==> run_1/final_clocks.png <==
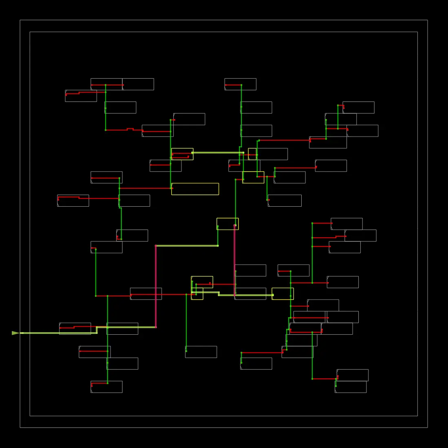
==> run_1/pdn.png <==
Scale: 4 px per um. Pins as bars on the die edge.
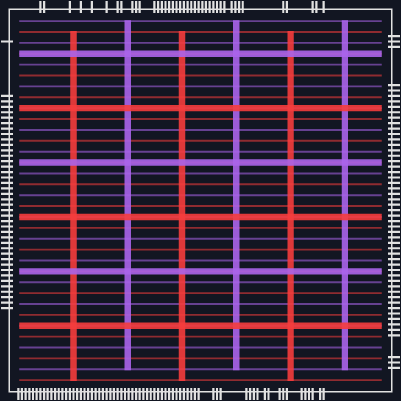
==> run_1/met2.png <==
Scale: 4 px per um.
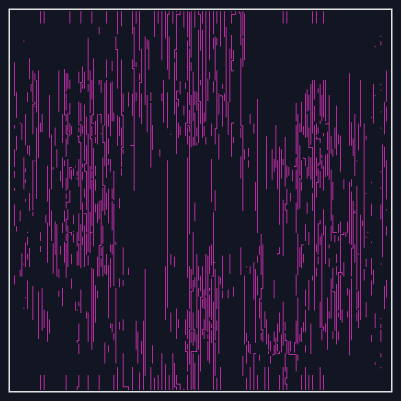
**config.mk**
```make
export PLATFORM = sky130hd
export DESIGN_NAME = exception_sequencer
export DESIGN_NICKNAME = d
export VERILOG_FILES = /design/src/rtl/exception_sequencer.sv
export SDC_FILE = /design/constraint.sdc
export NUM_CORES = 1
export LEC_CHECK = 0
export ABC_CLOCK_PERIOD_IN_PS = 2200
export CORE_MARGIN = 2
export CORE_UTILIZATION = 37
export DETAILED_ROUTE_END_ITERATION = 10
export MAX_ROUTING_LAYER = met4
export PLACE_DENSITY = 0.82
export SLEW_MARGIN = 5
export SYNTH_ARGS = -nofsm -noshare
export SYNTH_HDL_FRONTEND = slang
export SYNTH_SLANG_ARGS = --single-unit
```
**constraint.sdc**
```tcl
create_clock -name clock -period 2.2 [get_ports clock]
set_input_delay 0.44 -clock clock [delete_from_list [all_inputs] [get_ports clock]]
set_output_delay 0.44 -clock clock [all_outputs]
set_load 0.005 [all_outputs]
```
**src/rtl/exception_sequencer.sv**
```systemverilog
// Exception entry/return sequencer: latches the winning exception, saves EPC and
// cause, fetches the handler address byte from the vector table and loads the PC.
// An exception raised while already inside a handler is a double fault that halts
// the block until reset.
module exception_sequencer (
    input  logic        clock,
    input  logic        reset,
    input  logic        exc_opcode,
    input  logic        exc_overflow,
    input  logic        exc_divzero,
    input  logic        rfe,
    input  logic [31:0] pc,
    input  logic [31:0] mem_data,
    output logic [31:0] mem_addr,
    output logic        mem_sel,
    output logic        pc_load,
    output logic [31:0] pc_value,
    output logic [31:0] epc,
    output logic [31:0] cause,
    output logic        stall,
    output logic        halted
);

    typedef enum logic [2:0] {
        StIdle,
        StCapture,
        StFetch,
        StWait,
        StLoad,
        StReturn,
        StHalt
    } state_e;

    state_e      state_q, state_d;
    logic [31:0] epc_q, epc_d;
    logic [1:0]  cause_q, cause_d;
    logic [1:0]  pend_q, pend_d;       // cause chosen in IDLE, committed in CAPTURE
    logic        in_handler_q, in_handler_d;
    logic [7:0]  byte_q, byte_d;       // handler address byte from the vector table
    logic        any_exc;

    assign any_exc = exc_opcode | exc_overflow | exc_divzero;
    assign epc     = epc_q;
    assign cause   = {30'b0, cause_q};

    // Next-state, register updates and state-decoded outputs
    always_comb begin
        state_d      = state_q;
        epc_d        = epc_q;
        cause_d      = cause_q;
        pend_d       = pend_q;
        in_handler_d = in_handler_q;
        byte_d       = byte_q;
        mem_addr     = 32'd0;
        mem_sel      = 1'b0;
        pc_load      = 1'b0;
        pc_value     = 32'd0;
        stall        = 1'b1;
        halted       = 1'b0;

        unique case (state_q)
            StIdle: begin
                stall = 1'b0;
                if (any_exc) begin
                    if (in_handler_q) begin
                        state_d = StHalt;
                    end else begin
                        state_d = StCapture;
                        pend_d  = exc_opcode ? 2'd0 : (exc_overflow ? 2'd1 : 2'd2);
                    end
                end else if (rfe && in_handler_q) begin
                    state_d = StReturn;
                end
            end
            StCapture: begin
                epc_d        = pc - 32'd4;
                cause_d      = pend_q;
                in_handler_d = 1'b1;
                state_d      = StFetch;
            end
            StFetch: begin
                mem_sel  = 1'b1;
                mem_addr = 32'd253 + {30'b0, cause_q};
                state_d  = StWait;
            end
            StWait: begin
                mem_sel  = 1'b1;
                mem_addr = 32'd253 + {30'b0, cause_q};
                byte_d   = mem_data[31:24];
                state_d  = StLoad;
            end
            StLoad: begin
                pc_load  = 1'b1;
                pc_value = {24'b0, byte_q};
                state_d  = StIdle;
            end
            StReturn: begin
                pc_load      = 1'b1;
                pc_value     = epc_q;
                in_handler_d = 1'b0;
                state_d      = StIdle;
            end
            StHalt: begin
                halted = 1'b1;
            end
            default: begin
                state_d = StIdle;
            end
        endcase
    end

    // State and architectural registers, synchronous reset
    always_ff @(posedge clock) begin
        if (reset) begin
            state_q      <= StIdle;
            epc_q        <= 32'd0;
            cause_q      <= 2'd0;
            pend_q       <= 2'd0;
            in_handler_q <= 1'b0;
            byte_q       <= 8'd0;
        end else begin
            state_q      <= state_d;
            epc_q        <= epc_d;
            cause_q      <= cause_d;
            pend_q       <= pend_d;
            in_handler_q <= in_handler_d;
            byte_q       <= byte_d;
        end
    end

endmodule

```
==> run notes, run 1 <==
run metrics: Mean Syn Cell Area a little over 8 um^2, Final Hold Fails 0, Int Power 2.328 mW, YS chip area 0.003082 mm^2, final instance count without filler cells 637, Placed Area 0.004446 mm^2, Fmax achieved 461.8 MHz, Logic pwr share 45.7%, and+or+nand+nor area frac 28.50%, register area share after synthesis between 30% and 40%, Clock Tree Buf Depth 2, ao+oa area frac approximately 12%, Cell Area, Synth around 0.003 mm^2, nonclk inv count 5, Clk pwr share around 18%, run status completed, Synth top cell by count buf_4, post-layout min period 2.165 ns, critical path depth 6, n_taps 105, crit path kind input port to flip-flop, register area 965.9 um^2, Insertion Delay late pin 0.30 ns, htree depth 2, share of power burned in registers 36.2%, WL met3 554 um, first-pass GRT wire length 12610 um, Residual DRC 0, Largest cell class combinational gates, placed cells just over 600, crit-path cells clkdlybuf4s50_1, or4_4, or4_4, nand4bb_1, xor2_1, a211oi_2, sequential cell count 48, Total Power 3.541 mW, Finished Cell Area 0.004711 mm^2, Top FF cell, synth dfxtp_1, Final nets 603, Fin Hold WS 0.4567 ns, CP startpoint pc[24], Seq power 1.28 mW, Core Util, Final 57.91%
Notes on final_clocks.png above:
number of buffers created by CTS: 5
Clk power: 0.639 mW
Sinks on Clock Net: 48
clk_skew: 0.006744 ns
clock buffers: 5

Notes on pdn.png above:
| color | net |
|---|---|
| red | VSS |
| purple | VDD |
met5 straps: 6
signal pins: 202
rows: 33
met4 straps: 6
met1 rails: 34
Die Width: 95.26 um
VDD IR-drop max: 293.4 uV

Notes on met2.png above:
wire length on this layer: 4320 um
nets with wire on the layer: 505
main direction: vertical
share of all routed wire: 51%
met2 Usage GRT: 31.81%
Vias: 3068
DRT Wirelength: 8444 um

==> run_1/registers.png <==
Scale: 4 px per um.
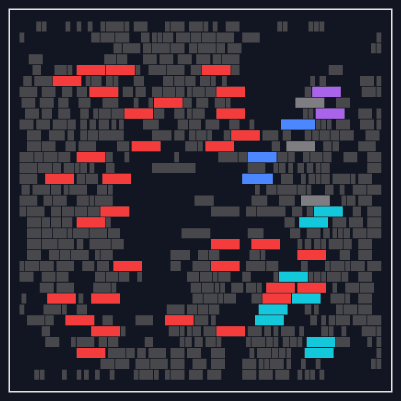

==> run 2: changes to the inputs <==
Settings changed: REMOVE_ABC_BUFFERS from default to 1.
==> run_2/registers.png <==
Scale: 4 px per um.
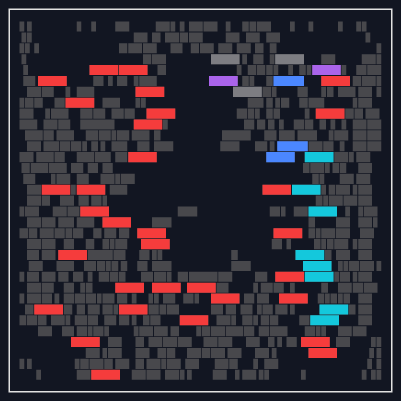
| color | name in the netlist | sequential cells |
|---|---|---|
| purple | cause_q | 2 |
| cyan | byte_q | 8 |
| red | epc | 32 |
| blue | state_q | 3 |

==> run_2/pdn.png <==
Scale: 4 px per um. Pins as bars on the die edge.
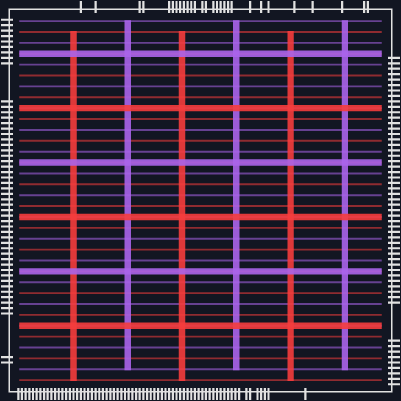
| color | net |
|---|---|
| purple | VDD |
| red | VSS |
met4 straps: 6
met5 straps: 6
rows: 33

==> run 2 against run 1 <==
Critical path depth unchanged. Clock-buffer cell count increased by 1. Sequential share of layout area increased by 0.53 points. Final area decreased by 2.8%. Clock power decreased by 14%. Worst hold slack improved by 0.0019 ns. Sequential power about the same. Worst setup slack got worse by 0.0092 ns. Synthesized area unchanged. Register-to-register slack got worse by 0.06 ns. Largest power group unchanged.
==> run notes, run 2 <==
run metrics: VDD IR-drop max 314.3 uV (+7.1%), first-pass GRT wire length 12490 um (-0.93%), met2 Usage GRT 32.45% (+0.65 points), Clk power 0.548 mW (-14%), Sinks on Clock Net 48 (unchanged), number of buffers created by CTS 5 (unchanged), Finished Cell Area 0.004581 mm^2 (-2.8%), ao+oa area frac 12.38% (unchanged), Top FF cell, synth dfxtp_1, Residual DRC 0 (unchanged), Clk pwr share 15.9% (-2.1 points), critical path depth 6 (unchanged), Mean Syn Cell Area 8.046 um^2 (unchanged), DRT Wirelength 7880 um (-6.7%), Clock Tree Buf Depth 2 (unchanged), share of power burned in registers 36.9% (+0.7 points), Cell Area, Synth 0.003082 mm^2 (unchanged), YS chip area 0.003082 mm^2 (unchanged), and+or+nand+nor area frac 28.50% (unchanged), final instance count without filler cells 631 (-0.94%), n_taps 105 (unchanged), Synth top cell by count buf_4, Largest cell class combinational gates, Seq power 1.27 mW (about the same), register area 963.4 um^2 (-0.26%), Int Power 2.242 mW (-3.7%), Final Hold Fails 0 (unchanged), clk_skew 0.009994 ns (+0.003251 ns), htree depth 2 (unchanged), WL met3 536 um (-3.2%), Fmax achieved 459.9 MHz (-0.42%), crit-path cells clkdlybuf4s50_1, or4_4, or2_4, nor4_2, xnor2_1, a211oi_2, Final nets 597 (-1.0%), crit path kind input port to flip-flop, run status completed, Die Width 95.26 um (unchanged), nonclk inv count 5 (unchanged), sequential cell count 48 (unchanged), clock buffers 6 (+1), post-layout min period 2.174 ns (+0.009162 ns), Total Power 3.444 mW (-2.7%)
==> run_2/density.png <==
Scale: 4 px per um. 10 x 10 tiles, from black (low) to pale yellow (high), 0 to 100% covered.
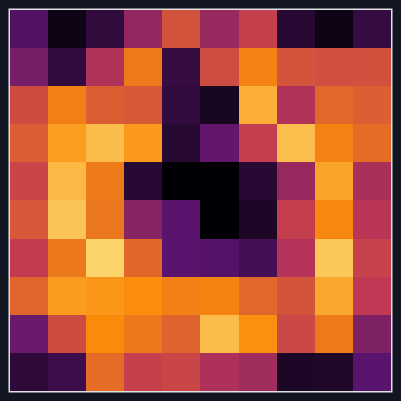
fullest tile: 91%
mean over tiles: 49%
tiles over 75% full: 16%
core area: 0.008134 mm^2
Core Util at FP: 37.89%
Core Util, Final: 56.31%

No activity file was given, so power comes from the tool's default toggle rates.
